File: src/rtl/cla_sub_pipe_pkg.sv
// Shared definitions for the pipelined carry-lookahead subtractor:
// default width, signed saturation limits and the stage 1 register layout.
package cla_sub_pipe_pkg;

    localparam int CLA_WIDTH = 16;
    localparam int CLA_HALF  = CLA_WIDTH / 2;

    // Largest positive and most negative two's-complement values at CLA_WIDTH.
    localparam logic [CLA_WIDTH-1:0] SAT_MAX = {1'b0, {(CLA_WIDTH-1){1'b1}}};
    localparam logic [CLA_WIDTH-1:0] SAT_MIN = {1'b1, {(CLA_WIDTH-1){1'b0}}};

    // Stage 1 register: finished low half plus the operands the high half still needs.
    typedef struct packed {
        logic [CLA_HALF-1:0] lo_diff;
        logic                c_lo;
        logic [CLA_HALF-1:0] a_hi;
        logic [CLA_HALF-1:0] nb_hi;
    } s1_t;

    // Clamp value for an overflowing difference: a negative minuend can only
    // overflow downwards, a non-negative one only upwards.
    function automatic logic [CLA_WIDTH-1:0] sat_value(input logic a_neg);
        logic [CLA_WIDTH-1:0] v;
        if (a_neg) begin
            v = SAT_MIN;
        end else begin
            v = SAT_MAX;
        end
        return v;
    endfunction

endpackage

File: src/rtl/cla_nibble_group.sv
// 4-bit carry-lookahead group: sum, carry-out and group propagate/generate.
module cla_nibble_group (
    input  logic [3:0] x,
    input  logic [3:0] y,
    input  logic       cin,
    output logic [3:0] s,
    output logic       cout,
    output logic       p,
    output logic       g
);

    logic [3:0] gen_s;
    logic [3:0] prp_s;
    logic [3:0] c_s;

    // Bit generate/propagate and fully expanded lookahead carries inside the group.
    always_comb begin
        gen_s  = x & y;
        prp_s  = x ^ y;
        c_s[0] = cin;
        c_s[1] = gen_s[0] | (prp_s[0] & cin);
        c_s[2] = gen_s[1] | (prp_s[1] & gen_s[0]) | (prp_s[1] & prp_s[0] & cin);
        c_s[3] = gen_s[2] | (prp_s[2] & gen_s[1]) | (prp_s[2] & prp_s[1] & gen_s[0])
               | (prp_s[2] & prp_s[1] & prp_s[0] & cin);
        p      = &prp_s;
        g      = gen_s[3] | (prp_s[3] & gen_s[2]) | (prp_s[3] & prp_s[2] & gen_s[1])
               | (prp_s[3] & prp_s[2] & prp_s[1] & gen_s[0]);
        cout   = g | (p & cin);
        s      = prp_s ^ c_s;
    end

endmodule

File: src/rtl/cla_sub_pipe.sv
// Two-stage pipelined two's-complement subtractor (diff = a + ~b + 1) with
// valid/ready on both sides; low half in stage 1, high half plus flags in stage 2.
module cla_sub_pipe
    import cla_sub_pipe_pkg::*;
#(
    parameter int WIDTH = CLA_WIDTH,
    parameter bit SAT   = 1'b1
) (
    input  logic             clk,
    input  logic             rst_n,
    input  logic             in_valid,
    output logic             in_ready,
    input  logic [WIDTH-1:0] a,
    input  logic [WIDTH-1:0] b,
    output logic             out_valid,
    input  logic             out_ready,
    output logic [WIDTH-1:0] diff,
    output logic             borrow,
    output logic             ovf
);

    localparam int HALF = WIDTH / 2;
    localparam int NGRP = HALF / 4;

    logic             adv1_s, adv2_s, in_ready_s;
    logic             s1_valid_q, s1_valid_d, s2_valid_q, s2_valid_d;
    s1_t              s1_q, s1_d;
    logic [WIDTH-1:0] diff_q, diff_d;
    logic             borrow_q, borrow_d, ovf_q, ovf_d;
    logic             a_msb_s, b_msb_s, ovf_raw_s;

    logic [HALF-1:0]  nb_lo_s, lo_sum_s, hi_sum_s;
    logic [NGRP:0]    lo_c_s, hi_c_s;
    logic [NGRP-1:0]  lo_p_s, lo_g_s, hi_p_s, hi_g_s;
    logic             unused_pg_s;

    assign nb_lo_s   = ~b[HALF-1:0];
    assign lo_c_s[0] = 1'b1;          // the +1 of two's-complement negation
    assign hi_c_s[0] = s1_q.c_lo;     // carry handed over from stage 1

    // Group P/G are exposed for wider lookahead trees; here groups chain by carry-out.
    assign unused_pg_s = ^{lo_p_s, lo_g_s, hi_p_s, hi_g_s};

    for (genvar gi = 0; gi < NGRP; gi++) begin : g_lo
        cla_nibble_group u_grp (
            .x    (a[gi*4 +: 4]),
            .y    (nb_lo_s[gi*4 +: 4]),
            .cin  (lo_c_s[gi]),
            .s    (lo_sum_s[gi*4 +: 4]),
            .cout (lo_c_s[gi+1]),
            .p    (lo_p_s[gi]),
            .g    (lo_g_s[gi])
        );
    end

    for (genvar gi = 0; gi < NGRP; gi++) begin : g_hi
        cla_nibble_group u_grp (
            .x    (s1_q.a_hi[gi*4 +: 4]),
            .y    (s1_q.nb_hi[gi*4 +: 4]),
            .cin  (hi_c_s[gi]),
            .s    (hi_sum_s[gi*4 +: 4]),
            .cout (hi_c_s[gi+1]),
            .p    (hi_p_s[gi]),
            .g    (hi_g_s[gi])
        );
    end

    // Handshake and stage advance; in_ready depends on out_ready but never on in_valid.
    always_comb begin
        adv2_s     = s1_valid_q & (~s2_valid_q | out_ready);
        in_ready_s = ~s1_valid_q | adv2_s;
        adv1_s     = in_valid & in_ready_s;
        s1_valid_d = adv1_s | (s1_valid_q & ~adv2_s);
        s2_valid_d = adv2_s | (s2_valid_q & ~out_ready);
    end

    // Stage 1 next state: capture low-half result and high-half operands on accept.
    always_comb begin
        s1_d = s1_q;
        if (adv1_s) begin
            s1_d.lo_diff = lo_sum_s;
            s1_d.c_lo    = lo_c_s[NGRP];
            s1_d.a_hi    = a[WIDTH-1:HALF];
            s1_d.nb_hi   = ~b[WIDTH-1:HALF];
        end else begin
            s1_d = s1_q;
        end
    end

    // Stage 2 next state: finish high half, derive borrow/overflow, optionally clamp.
    always_comb begin
        a_msb_s   = s1_q.a_hi[HALF-1];
        b_msb_s   = ~s1_q.nb_hi[HALF-1];
        ovf_raw_s = (a_msb_s ^ b_msb_s) & (hi_sum_s[HALF-1] ^ a_msb_s);
        diff_d    = diff_q;
        borrow_d  = borrow_q;
        ovf_d     = ovf_q;
        if (adv2_s) begin
            borrow_d = ~hi_c_s[NGRP];
            ovf_d    = ovf_raw_s;
            if (SAT && ovf_raw_s) begin
                diff_d = sat_value(a_msb_s);
            end else begin
                diff_d = {hi_sum_s, s1_q.lo_diff};
            end
        end else begin
            diff_d   = diff_q;
            borrow_d = borrow_q;
            ovf_d    = ovf_q;
        end
    end

    // Pipeline registers; reset drops any in-flight operands immediately.
    always_ff @(posedge clk or negedge rst_n) begin
        if (!rst_n) begin
            s1_valid_q <= 1'b0;
            s2_valid_q <= 1'b0;
            s1_q       <= '0;
            diff_q     <= '0;
            borrow_q   <= 1'b0;
            ovf_q      <= 1'b0;
        end else begin
            s1_valid_q <= s1_valid_d;
            s2_valid_q <= s2_valid_d;
            s1_q       <= s1_d;
            diff_q     <= diff_d;
            borrow_q   <= borrow_d;
            ovf_q      <= ovf_d;
        end
    end

    assign in_ready  = in_ready_s;
    assign out_valid = s2_valid_q;
    assign diff      = diff_q;
    assign borrow    = borrow_q;
    assign ovf       = ovf_q;

endmodule

File: config.mk
export PLATFORM = sky130hd
export DESIGN_NAME = cla_sub_pipe
export DESIGN_NICKNAME = d
export VERILOG_FILES = /design/src/rtl/cla_sub_pipe_pkg.sv /design/src/rtl/cla_nibble_group.sv /design/src/rtl/cla_sub_pipe.sv
export SDC_FILE = /design/constraint.sdc
export NUM_CORES = 1
export LEC_CHECK = 0
export CAP_MARGIN = 20
export CORE_AREA = 4 4 69 96
export CTS_CLUSTER_DIAMETER = 150
export DETAILED_ROUTE_END_ITERATION = 8
export DIE_AREA = 0 0 73 100
export HOLD_SLACK_MARGIN = 0.12
export PLACE_DENSITY = 0.81
export SKIP_CTS_REPAIR_TIMING = 1
export SLEW_MARGIN = 15
export SYNTH_ARGS = -nofsm -noshare
export SYNTH_HDL_FRONTEND = slang
export SYNTH_HIERARCHICAL = 1
export SYNTH_SLANG_ARGS = --single-unit
File: constraint.sdc
create_clock -name clk -period 3.45 [get_ports clk]
set_input_delay 1.035 -clock clk [delete_from_list [all_inputs] [get_ports clk]]
set_output_delay 1.035 -clock clk [all_outputs]
set_load 0.01 [all_outputs]
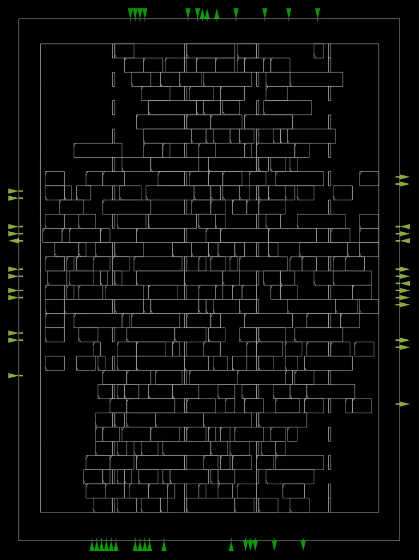
run_1/placed.png
num rows: 33
flop share of the area: 33.1%

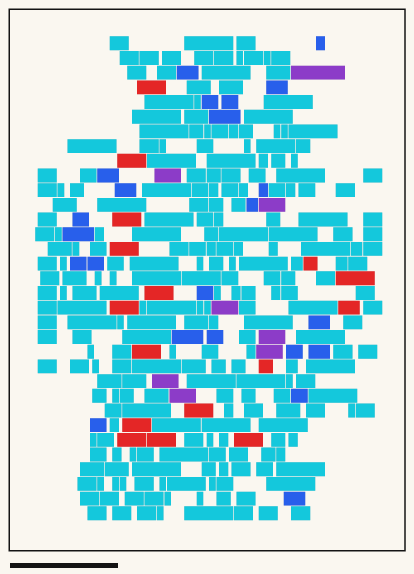
run_1/sizing.png
The bar under the picture is 20 um long.
[x3 and x4] red | cells: 16 | share: 5.5% | most used: mux2_4
[x6 and larger] purple | cells: 8 | share: 2.7% | most used: clkbuf_8
[x2] blue | cells: 23 | share: 7.9% | most used: mux2_2
[x1 and smaller] cyan | cells: 244 | share: 84% | most used: clkdlybuf4s50_1
fin worst setup slack: 213 ps
post-route design area: 3410 um2

==> Changelog: implementation, run 1 <==
### Changed

- Worst-path cell chain: clkdlybuf4s50_1, nand3b_4, clkdlybuf4s50_1
- Switch Pwr: 0.000688 W
- Most numerous logic cells after layout: 54 x clkdlybuf4s50_1, 45 x dfrtp_1, 36 x inv_1
- Cell Pwr Density: 599 nW/um2
- CP most frequent cell: clkdlybuf4s50_1
- Clk slew on worst S/H paths: 80 ps
- R2R depth: 10
- Met2 routed WL: 2.87 mm
- Combinational power: 0.000891 W
- # diodes: 0
- DRT Wirelength: 5.40 mm
- Setup crit end kind: output pin
- Final-report hold violation count: 0
- Status: complete, no violations
- Sw Share: 33.7%
- Final clock-cell share: 2.97%
- Registers: 45
- Root buffer cell: clkbuf_8
- Slew headroom: 53.9%
- GRT Residual Overflow: 0
- Lkg Pwr: 1.61 nW
- Vias per cell: 5.34
- Worst-Margin Slew: 691 ps
- Commonest Layout Cell: clkdlybuf4s50_1
- Clock Sink Count: 45
- Grt met1 use: 18.9%
- H-tree depth: 2
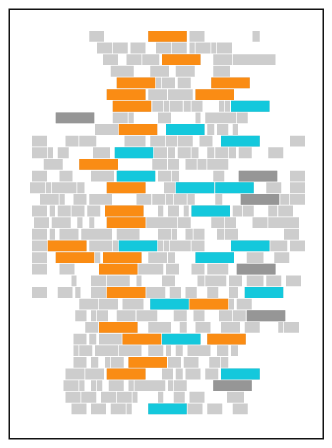
run_1/ff_map.png
[s1_q] orange | sequential cells: 23
[diff] cyan | sequential cells: 16
not colored: 6
Reg area: 1130 um2
Seq. pwr: 0.000793 W
Finished Core Util: 58.5%

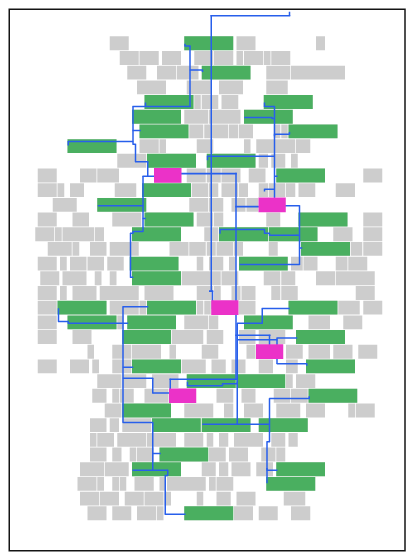
run_1/clock_wires.png
[clock-net drivers] magenta | count: 5
[flip-flops] green | count: 45
[clock wires] blue | length: 534 um
routed clock nets: 6
Power Clock: 0.000356 W
clock network fraction of total power: 17.4%
worst skew pair latency: 300 ps
Final Skew: 5.66 ps

==> run 1 -> run 2 <==
- PLACE_DENSITY: 0.81 -> 0.72
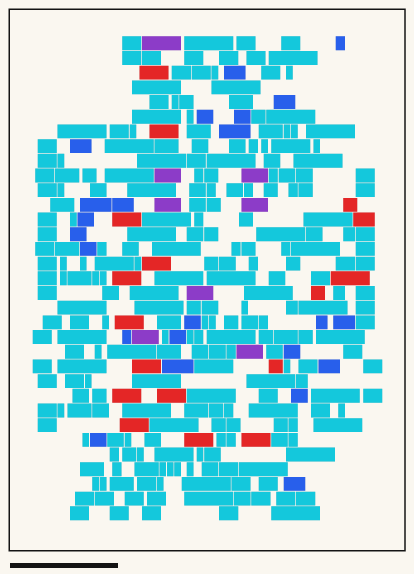
run_2/sizing.png
The bar under the picture is 20 um long.
[x2] blue | cells: 23 | share: 7.9% | most used: mux2_2
[x6 and larger] purple | cells: 8 | share: 2.7% | most used: clkbuf_8
[x3 and x4] red | cells: 17 | share: 5.8% | most used: mux2_4
[x1 and smaller] cyan | cells: 244 | share: 84% | most used: clkdlybuf4s50_1
Non-clk bufs: 59
fin worst setup slack: 234 ps
Area growth syn-to-layout: 25.8%

==> run 2 against run 1 <==
- clock power barely moved
- register-to-register slack better by 100 ps
- largest power group unchanged
- critical path depth unchanged
- combinational power is 0.4% lower
- synthesized area is the same
- sequential cell count unchanged
- core utilization stayed put
- clock skew up 5.2 ps
- via count is 2.3% lower
- first-iteration DRC count is 42% higher
==> Changelog: implementation, run 2 <==
### Changed

- Hold path depth: 1
- Final Skew: 10.9 ps (+5.20 ps)
- Power Clock: 0.000354 W (about the same)
- # diodes: 0 (unchanged)
- Most numerous logic cells after layout: 54 x clkdlybuf4s50_1, 45 x dfrtp_1, 36 x inv_1
- Slew headroom: 59.3% (+5.3 points)
- Worst skew pair latency: 290 ps (about the same)
- Most used routing layer: met2
- Clock Sink Count: 45 (unchanged)
- Flop share of the area: 33.1% (unchanged)
- Seq. pwr: 0.000791 W (about the same)
- Period Utilization, post-route: 93.2%
- Vias per cell: 5.20 (-2.6%)
- Setup crit end kind: output pin
- Root buffer cell: clkbuf_8
- Worst-path cell chain: clkdlybuf4s50_1, nand3b_4, clkdlybuf4s50_1
- H-tree depth: 2 (unchanged)
- Reg area: 1130 um2 (unchanged)
- Sw Share: 33.5% (-0.27 points)
- CP most frequent cell: clkdlybuf4s50_1
- Grt met1 use: 20.2% (+1.4 points)
- Final-report hold violation count: 0 (unchanged)
- Num rows: 33 (unchanged)
- Combinational power: 0.000887 W (-0.4%)
- Non-clk buf share: 17.3%
- Cell Pwr Density: 597 nW/um2 (-0.39%)
- Status: complete, no violations
- Registers: 45 (unchanged)
- Worst-Margin Slew: 608 ps (-82.7 ps)
- RSZ-0062 raised after global routing: false
- Top power group: combinational cells
- Post-route design area: 3410 um2 (unchanged)
- Switch Pwr: 0.000680 W (-1.2%)
- Clock network fraction of total power: 17.4% (about the same)
- R2R depth: 10 (unchanged)
- Tool warning count: 26
- Slew Viols, Final: 0
- DRT Wirelength: 5.14 mm (-4.9%)
- Commonest Layout Cell: clkdlybuf4s50_1
- Met2 routed WL: 2.56 mm (-11%)
- Non-clock inverters: 37
==> run 2 -> run 3 <==
- CORE_AREA: 4 4 69 96 -> 2 2 67 94
- DIE_AREA: 0 0 73 100 -> 0 0 69 96
- PLACE_DENSITY: 0.72 -> 0.83
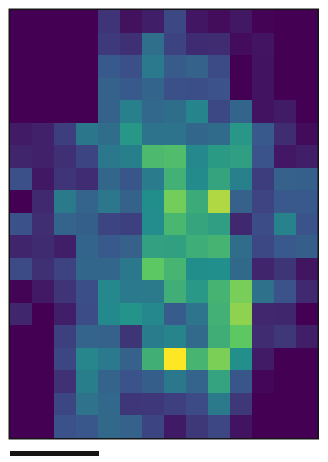
run_3/route_heat.png
The bar under the picture is 20 um long. The die is cut into 14 by 19 equal tiles; dark purple is low, yellow is high, scaled to the fullest tile. Values are wire area over tile area, all layers added.
nearly empty tiles: 21%
tiles over half the peak: 13%
mean over tiles: 0.13
DR vias: 1970
WL/cell: 14.8 um
GRT Overall Usage: 17.5%
DRT Wirelength: 5.35 mm

==> run 3 against run 2 <==
- combinational power fell by 0.5%
- clock skew fell by 3.2 ps
- critical path type unchanged
- die area fell by 9.3%
- clock power rose by 16%
- sequential share of layout area fell by 0.073 points
- power rose by 3.2%
- critical path depth did not move
- highest routed layer unchanged
==> Changelog: implementation, run 3 <==
### Changed

- CP most frequent cell: clkdlybuf4s50_1
- # diodes: 0 (unchanged)
- Clock Sink Count: 45 (unchanged)
- Most numerous logic cells after layout: 54 x clkdlybuf4s50_1, 45 x dfrtp_1, 36 x inv_1
- Period Utilization, post-route: 93.8% (+0.64 points)
- Most used routing layer: met2
- Worst-path cell chain: clkdlybuf4s50_1, nand3b_4, clkdlybuf4s50_1
- Worst skew pair latency: 300 ps (about the same)
- Post-route design area: 3410 um2 (+0.22%)
- RSZ-0062 raised after global routing: false
- # fillers: 491
- Sw Share: 33.0% (-0.50 points)
- Non-clk buf share: 17.0% (-0.26 points)
- Part of the power in registers: 38.4%
- R2R depth: 10 (unchanged)
- Final Skew: 7.69 ps (-3.17 ps)
- Fin worst setup slack: 212 ps (-22.0 ps)
- CP peak stage delay: 550 ps
- Combinational power: 0.000883 W (-0.5%)
- Reg area: 1130 um2 (unchanged)
- Non-clk bufs: 58 (-1.7%)
- Grt met1 use: 21.1% (+0.86 points)
- Seq. pwr: 0.000804 W (+2%)
- GRT Residual Overflow: 0
- Cell Int Power: 0.00141 W
- Status: complete, no violations
- Cell Pwr Density: 614 nW/um2 (+3.0%)
- Non-clock inverters: 37 (unchanged)
- Commonest Layout Cell: clkdlybuf4s50_1
- Num rows: 33 (unchanged)
- Top power group: combinational cells
- CLK BUF: 7
- Slew Viols, Final: 0 (unchanged)
- Flop share of the area: 33.0% (-0.073 points)
- H-tree depth: 2 (unchanged)
- Switch Pwr: 0.000691 W (+1.7%)
- Registers: 45 (unchanged)
- Worst-Margin Slew: 667 ps (+58.9 ps)
- Root buffer cell: clkbuf_8
- Slew headroom: 55.5% (-3.7 points)
- Hold path depth: 1 (unchanged)
- Vias per cell: 5.46 (+5.0%)
Power is estimated from default activity; no workload was simulated.
